--- config.mk ---
export PLATFORM = sky130hd
export DESIGN_NAME = pcs_block_lock
export DESIGN_NICKNAME = d
export VERILOG_FILES = /design/src/rtl/pcs_pkg.sv /design/src/rtl/pcs_block_lock.sv
export SDC_FILE = /design/constraint.sdc
export NUM_CORES = 1
export LEC_CHECK = 0
export ABC_AREA = 1
export ABC_CLOCK_PERIOD_IN_PS = 3010
export CELL_PAD_IN_SITES_DETAIL_PLACEMENT = 0
export CELL_PAD_IN_SITES_GLOBAL_PLACEMENT = 1
export CORE_AREA = 2 2 63 59
export CTS_CLUSTER_SIZE = 14
export DETAILED_ROUTE_END_ITERATION = 16
export DIE_AREA = 0 0 65 61
export PLACE_DENSITY = 0.82
export SETUP_SLACK_MARGIN = 0.15
export SYNTH_ARGS = -nofsm -noshare
export SYNTH_HDL_FRONTEND = slang
export SYNTH_SLANG_ARGS = --single-unit
--- constraint.sdc ---
create_clock -name i_clk -period 3.01 [get_ports i_clk]
set_input_delay 0.301 -clock i_clk [delete_from_list [all_inputs] [get_ports i_clk]]
set_output_delay 0.301 -clock i_clk [all_outputs]
set_load 0.01 [all_outputs]
--- src/rtl/pcs_pkg.sv ---
// ============================================================================
// pcs_pkg : shared sync-header constants, header check and lock-FSM states
// Revision: 1.0
// ============================================================================
`default_nettype none

package pcs_pkg;

  localparam logic [1:0] SYNC_DATA = 2'b01;
  localparam logic [1:0] SYNC_CTRL = 2'b10;

  typedef enum logic [2:0] {
    LOCK_INIT = 3'd0,
    RESET_CNT = 3'd1,
    TEST_SH   = 3'd2,
    GOOD_64   = 3'd3,
    SLIP      = 3'd4
  } lock_state_t;

  function automatic logic is_valid_header(input logic [1:0] hdr);
    return (hdr == SYNC_DATA) || (hdr == SYNC_CTRL);
  endfunction

endpackage

`default_nettype wire

--- src/rtl/pcs_block_lock.sv ---
// ============================================================================
// pcs_block_lock : 64b/66b receive block-lock FSM with bit-slip request
// Revision: 1.0
// ============================================================================
`default_nettype none

module pcs_block_lock
  import pcs_pkg::*;
#(
  parameter int LOCK_COUNT       = 64,
  parameter int SH_WINDOW        = 64,
  parameter int INVALID_LIMIT    = 16,
  parameter int SLIP_WAIT_CYCLES = 8
) (
  input  logic       i_clk,
  input  logic       i_reset_n,
  input  logic       i_signal_ok,
  input  logic [1:0] i_header,
  input  logic       i_header_valid,
  output logic       o_block_lock,
  output logic       o_slip,
  output logic [4:0] o_sh_invalid_cnt
);

  localparam logic [6:0] LOCK_CNT_W  = 7'(LOCK_COUNT);
  localparam logic [6:0] WINDOW_W    = 7'(SH_WINDOW);
  localparam logic [4:0] LIMIT_W     = 5'(INVALID_LIMIT);
  localparam logic [7:0] SLIP_WAIT_W = 8'(SLIP_WAIT_CYCLES);

  lock_state_t state;
  logic        block_lock;
  logic        slip;
  logic [6:0]  sh_cnt;
  logic [4:0]  sh_invalid_cnt;
  logic [7:0]  slip_wait;

  logic        test_now;
  logic        hdr_bad;
  logic [6:0]  sh_cnt_next;
  logic [4:0]  inv_next;
  logic [6:0]  good_target;

  assign test_now    = i_header_valid && (state == TEST_SH) && (slip_wait == 8'd0);
  assign hdr_bad     = !is_valid_header(i_header);
  assign sh_cnt_next = sh_cnt + 7'd1;
  assign inv_next    = sh_invalid_cnt + {4'd0, hdr_bad};
  // Acquiring lock and policing an established lock may use different lengths.
  assign good_target = block_lock ? WINDOW_W : LOCK_CNT_W;

  always_ff @(posedge i_clk or negedge i_reset_n) begin
    if (!i_reset_n) begin
      state          <= LOCK_INIT;
      block_lock     <= 1'b0;
      slip           <= 1'b0;
      sh_cnt         <= 7'd0;
      sh_invalid_cnt <= 5'd0;
      slip_wait      <= 8'd0;
    end else if (!i_signal_ok) begin
      state      <= LOCK_INIT;
      block_lock <= 1'b0;
      slip       <= 1'b0;
      slip_wait  <= 8'd0;
    end else begin
      slip <= 1'b0;
      if (slip_wait != 8'd0) slip_wait <= slip_wait - 8'd1;
      case (state)
        LOCK_INIT: begin
          block_lock <= 1'b0;
          state      <= RESET_CNT;
        end
        RESET_CNT: begin
          sh_cnt         <= 7'd0;
          sh_invalid_cnt <= 5'd0;
          state          <= TEST_SH;
        end
        TEST_SH: begin
          if (test_now) begin
            sh_cnt         <= sh_cnt_next;
            sh_invalid_cnt <= inv_next;
            // Slip outputs are raised on entry so they appear one cycle after the bad header.
            if (hdr_bad && (!block_lock || inv_next == LIMIT_W)) begin
              state      <= SLIP;
              slip       <= 1'b1;
              block_lock <= 1'b0;
            end else if (sh_cnt_next == good_target && inv_next == 5'd0) begin
              state <= GOOD_64;
            end else if (sh_cnt_next == WINDOW_W && inv_next != 5'd0) begin
              state <= RESET_CNT;
            end
          end
        end
        GOOD_64: begin
          block_lock <= 1'b1;
          state      <= RESET_CNT;
        end
        SLIP: begin
          slip_wait <= SLIP_WAIT_W;
          state     <= RESET_CNT;
        end
        default: state <= LOCK_INIT;
      endcase
    end
  end

  assign o_block_lock     = block_lock;
  assign o_slip           = slip;
  assign o_sh_invalid_cnt = sh_invalid_cnt;

endmodule

`default_nettype wire

### Placement view, run 1

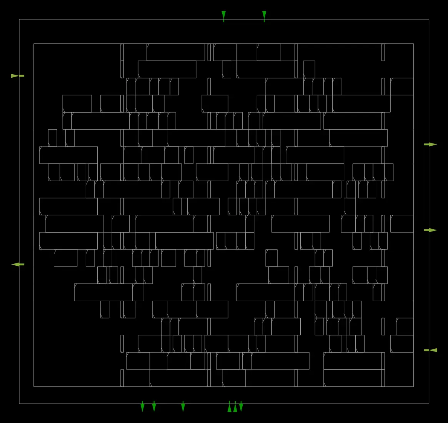
well-tap cell count: 44
register fraction of the total cell area: 37.6%
fill cell instance count of the final layout: 331
flip-flop and latch count: 25

### Sequential cells colored by netlist name, run 1

Bar = 20 µm. Other sequential cells in the stronger gray, the rest of the logic in the fainter gray.
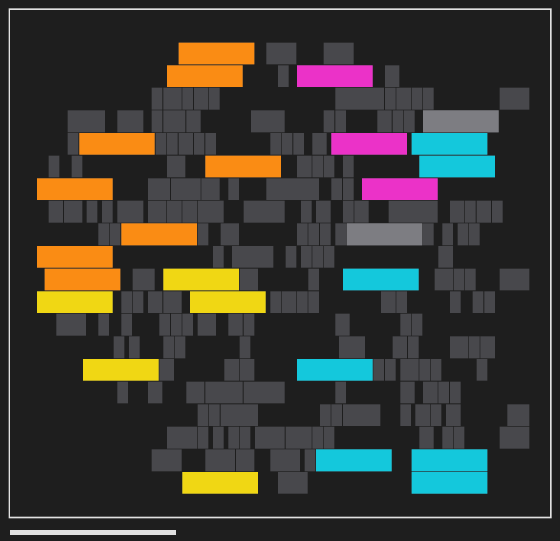
magenta -> state  # flops 3
orange -> slip_wait  # flops 8
yellow -> o_sh_invalid_cnt  # flops 5
cyan -> sh_cnt  # flops 7
not colored = 2
Core Util, Final: 50.8%
combined flip-flop and latch cell area: 626 µm²
power in sequential cells: 0.000468 W

### Clock distribution, run 1

Bar = 20 µm.
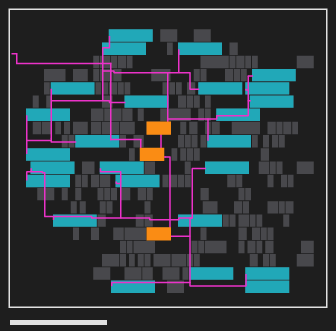
orange -> clock drivers  # count 3
cyan -> flip-flops  # count 25
magenta -> clock wires  # length 334 µm
routed clock nets = 4
P_clk: 0.000201 W
portion of total power attributed to the clock network: 18.6%
latest clock arrival within the worst-skew pair: 0.27 ns
worst setup skew after layout: 0.00332 ns

### Sizing map, run 1

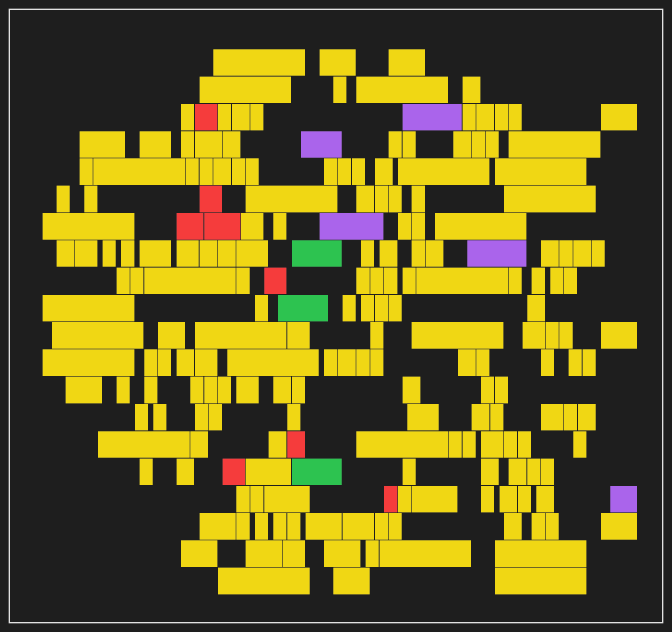
green -> _6 and larger  # cells 3
purple -> _3 and _4 cells  # cells 5
red -> _2 cells  # cells 8
yellow -> _0 and _1 cells  # cells 189
Synth-to-Final Area Change: 16.0%
final instance area: 0.00166 mm²
Worst Slack Setup Final: 0.670 ns
Non-clock buffers: 13

==> reports/writeup.txt, run 1 <==
The area of the core is 0.00328 mm². Across the run, the number of max-cap violations was 0. The synthesized instance count is 188. For this design the ratio of total power to cell area is 650 mW/mm². Number of core rows: 20.

The clock buffer count is 3, and the proportion of total power due to net switching is 39.5%. The run gives 0 for the remaining antenna violation count after routing. met1 track demand over resource after global routing is 21.6%. The critical path starts at i_header[1]. For the count of boundary I/O pins, the log shows 13.

RePlAce ended its routability-driven mode at a weighted congestion of 0.770. The run gives 0 for the antenna diode instance count. For the yosys stat chip area, the log shows 0.00144 mm².

The flow ran to the end, and the final reports show no timing, DRC or antenna violations. Counting cells, the worst reg-to-reg path comes to 11. The run gives 43.6% for the post-synthesis sequential area ratio. Across all layers, the routed design uses 1243 vias. Timing analysis after detailed placement gives a worst setup slack of 0.380 ns. Headroom to the max-slew limit came out at 78.5%. The largest delay contributor family on the critical path is simple AND/OR/NAND/NOR gates. The inverter count of the layout excluding clock inverters is 31, and the vertical die size is 61 µm. The clock period minus worst slack is 2.34 ns.

The total die size is 0.00397 mm². The via count normalized by instance count was 4.99; the final cell count without fillers was 249. Wire segments on met3 add up to 53 µm in the final route. With the H-tree depth at 1, the final number of setup-violating endpoints is 0.

The tools report the total negative setup slack as 0 ns.
### Wire density map, run 1

13 x 12 tiles, from dark blue (low) to red (high), scaled to the fullest tile. Values are wire area over tile area, all layers added.
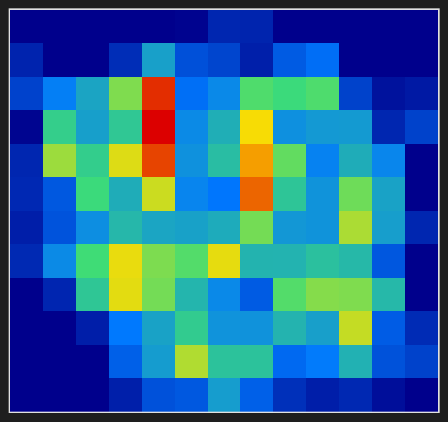

--- run 2 (diff from run 1) ---
--- a/config.mk
+++ b/config.mk
@@ -6,14 +6,14 @@
 export NUM_CORES = 1
 export LEC_CHECK = 0
 export ABC_AREA = 1
-export ABC_CLOCK_PERIOD_IN_PS = 3010
+export ABC_CLOCK_PERIOD_IN_PS = 2000
 export CELL_PAD_IN_SITES_DETAIL_PLACEMENT = 0
 export CELL_PAD_IN_SITES_GLOBAL_PLACEMENT = 1
-export CORE_AREA = 2 2 63 59
+export CORE_AREA = 2 2 69 65
 export CTS_CLUSTER_SIZE = 14
 export DETAILED_ROUTE_END_ITERATION = 16
-export DIE_AREA = 0 0 65 61
-export PLACE_DENSITY = 0.82
+export DIE_AREA = 0 0 71 67
+export PLACE_DENSITY = 0.72
 export SETUP_SLACK_MARGIN = 0.15
 export SYNTH_ARGS = -nofsm -noshare
 export SYNTH_HDL_FRONTEND = slang
==> constraint.sdc (replaced) <==
create_clock -name i_clk -period 2 [get_ports i_clk]
set_input_delay 0.2 -clock i_clk [delete_from_list [all_inputs] [get_ports i_clk]]
set_output_delay 0.2 -clock i_clk [all_outputs]
set_load 0.01 [all_outputs]
### Wire density map, run 2

14 x 13 tiles, from dark blue (low) to red (high), scaled to the fullest tile. Values are wire area over tile area, all layers added.
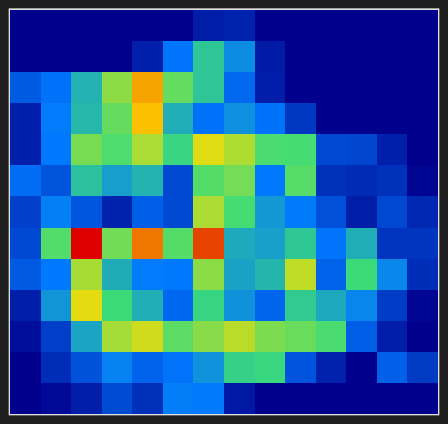
emptiest ninth of the die = north-east
nearly empty tiles = 24%
densest ninth of the die = center
tiles over half the peak = 19%
mean over tiles = 0.11
total wirelength of the detailed-routed design: 3340 µm
Vias: 1296
Overall Global Routing Usage: 15.3%
average detailed-routed wire length per instance: 12.7 µm

### Clock distribution, run 2

Bar = 20 µm.
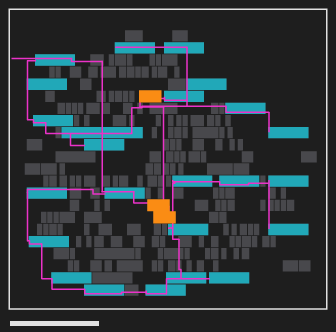
magenta -> clock wires  # length 374 µm
orange -> clock drivers  # count 3
cyan -> flip-flops  # count 25
flops lie = all over the die
routed clock nets = 4
portion of total power attributed to the clock network: 17.8%
worst setup skew after layout: 0.00644 ns
P_clk: 0.000309 W

==> run 2 against run 1 <==
  * Wire length increased by 11%
  * Hold slack lost 0.11 ns
  * Final area grew 9.2%
  * Total power rose by 60%
  * Clock power grew 54%
  * Cell count rose by 6.0%
  * Via count up 4.3%
  * Critical path depth shrank 2
  * Setup slack got worse by 0.43 ns
  * Count of clock-buffer cells in the layout grew 1
  * Combinational power rose by 74%
  * Sequential power up 51%
==> reports/writeup.txt, run 2 <==
The run finished with clean final reports. Layout buffer count excluding clock buffers: 22 (+9). The filler cell count was 398 (+20%). The fraction of met1 tracks used by global routing is 20.1% (-1.4 points), and the vertical die size is 67 µm (+9.8%). The via count normalized by instance count came out at 4.91 (-1.7%). The depth of the worst register-to-register path is 11 (unchanged). The run gives 0.00144 mm² (unchanged) for the yosys stat chip area. The final worst setup slack is 0.241 ns (-0.429 ns), and the power of the sequential group is 0.000706 W (+51%).

The tools report the post-route core utilization as 45.5% (-5.2 points). The power density of the placed cells was 953 mW/mm² (+47%); the headroom to the max-slew limit was 77.9% (-0.63 points). The flip-flop and latch share of the layout cell area was 34.4% (-3.2 points).

The routability-driven placement congestion ratio was 0.793 (+3.1%). The start point of the critical path was slip_wait[1]$_DFFE_PN0P_. With the H-tree depth at 1 (unchanged), the clock latency reported for the late side of the worst-skew pair is 0.27 ns (about the same).

The antenna diode instance count is 0 (unchanged). For the area used by sequential logic in the layout, the log shows 626 µm² (unchanged). The final cell count without fillers is 264 (+6.0%). The largest delay contributor family on the critical path was simple AND/OR/NAND/NOR gates. The logs give 13 (unchanged) for the count of boundary I/O pins and 4 (+1) for the clock buffer count.
--- run 3 (diff from run 2) ---
--- a/config.mk
+++ b/config.mk
@@ -7,6 +7,7 @@
 export LEC_CHECK = 0
 export ABC_AREA = 1
 export ABC_CLOCK_PERIOD_IN_PS = 2000
+export CAP_MARGIN = 30
 export CELL_PAD_IN_SITES_DETAIL_PLACEMENT = 0
 export CELL_PAD_IN_SITES_GLOBAL_PLACEMENT = 1
 export CORE_AREA = 2 2 69 65
### Placement view, run 3

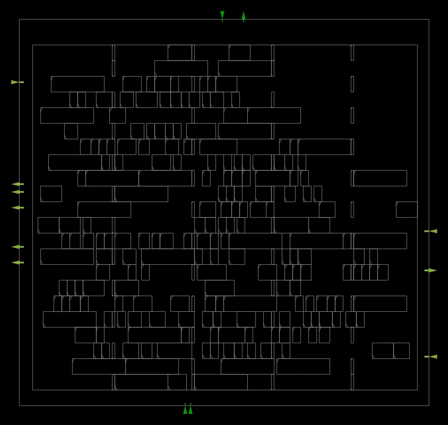
Floorplan Core Area: 0.00399 mm²
final instance count without filler cells: 264
number of rows created at floorplan: 22
register fraction of the total cell area: 34.4%

==> run 3 against run 2 <==
  * Clock power about the same
  * Fmax is the same
  * First-iteration DRC count did not move
  * Synthesized cell count is the same
  * Clock skew did not move
  * Via count stayed put
  * Register-to-register slack is essentially flat
  * Highest routed layer unchanged
  * Critical endpoint unchanged
  * Cell count is the same
==> reports/writeup.txt, run 3 <==
The tools report the power of the sequential group as 0.000706 W (about the same). For the worst clock skew, the log shows 0.00644 ns (unchanged). The routability-driven placement congestion ratio came out at 0.793 (unchanged). The run finished with clean final reports.

Count of boundary I/O pins: 13 (unchanged). For the antenna diode instance count, the log shows 0 (unchanged). The tools report the filler cell count as 398 (unchanged). The run gives 1 (unchanged) for the H-tree depth. The highest routed metal layer was met4. For the area used by sequential logic in the layout, the log shows 626 µm² (unchanged). The register with the most flip-flops in the final layout is slip_wait. The overall via count from detail_route is 1296 (unchanged), and the yosys stat chip area is 0.00144 mm² (unchanged). The routed wire length is 3340 µm (unchanged), and the vertical die size is 67 µm (unchanged). The start point of the critical path is slip_wait[1]$_DFFE_PN0P_.

The chip occupies 0.00476 mm². The depth of the worst register-to-register path works out to 11 (unchanged). On the critical path the largest part of the delay comes from simple AND/OR/NAND/NOR gates.

The via count of the first global-routing pass was 1242; the post-route core utilization was 45.5% (unchanged). The tools report the instance area after placement as 0.00168 mm². For the clock group power, the log shows 0.000309 W (about the same). Capture instance of the worst register-to-register path: o_sh_invalid_cnt[1]$_DFFE_PN0P_. TritonCTS built the clock tree.

With the final worst setup slack at 0.241 ns (unchanged), the via count normalized by instance count is 4.91 (unchanged). The slowest stage of the critical path belongs to the cell sky130_fd_sc_hd__dfrtp_1. The global route total overflow came out at 0. After synthesis, the cell types taking the most area are sky130_fd_sc_hd__dfrtp_1 44%, sky130_fd_sc_hd__nand2_1 14%, sky130_fd_sc_hd__inv_1 7.6%.

In this build the clock could be raised as far as 569 MHz. The fraction of met1 tracks used by global routing was 20.1% (unchanged); the clock buffer count was 4 (unchanged). The run gives 22 (unchanged) for the layout buffer count excluding clock buffers. The clock share of power is 17.8% (about the same).

The fraction of synthesized cell area taken by the top area cell type was 43.6%. The power density of the placed cells was 953 mW/mm² (unchanged). Headroom to the max-slew limit: 77.9% (unchanged).
### Wire density map, run 3

14 x 13 tiles, from dark blue (low) to red (high), scaled to the fullest tile. Values are wire area over tile area, all layers added.
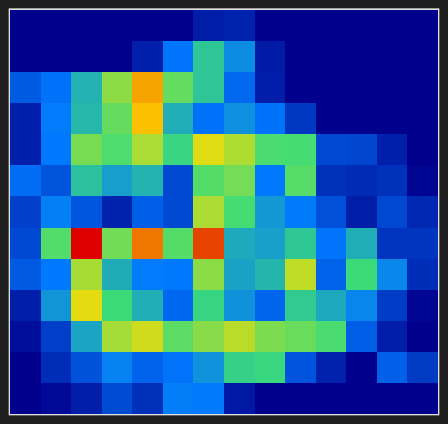
emptiest ninth of the die = north-east
fullest tile = 0.44
nearly empty tiles = 24%
mean over tiles = 0.11
tiles over half the peak = 19%

Power figures rest on the tool's default switching activity, not on a simulated workload.
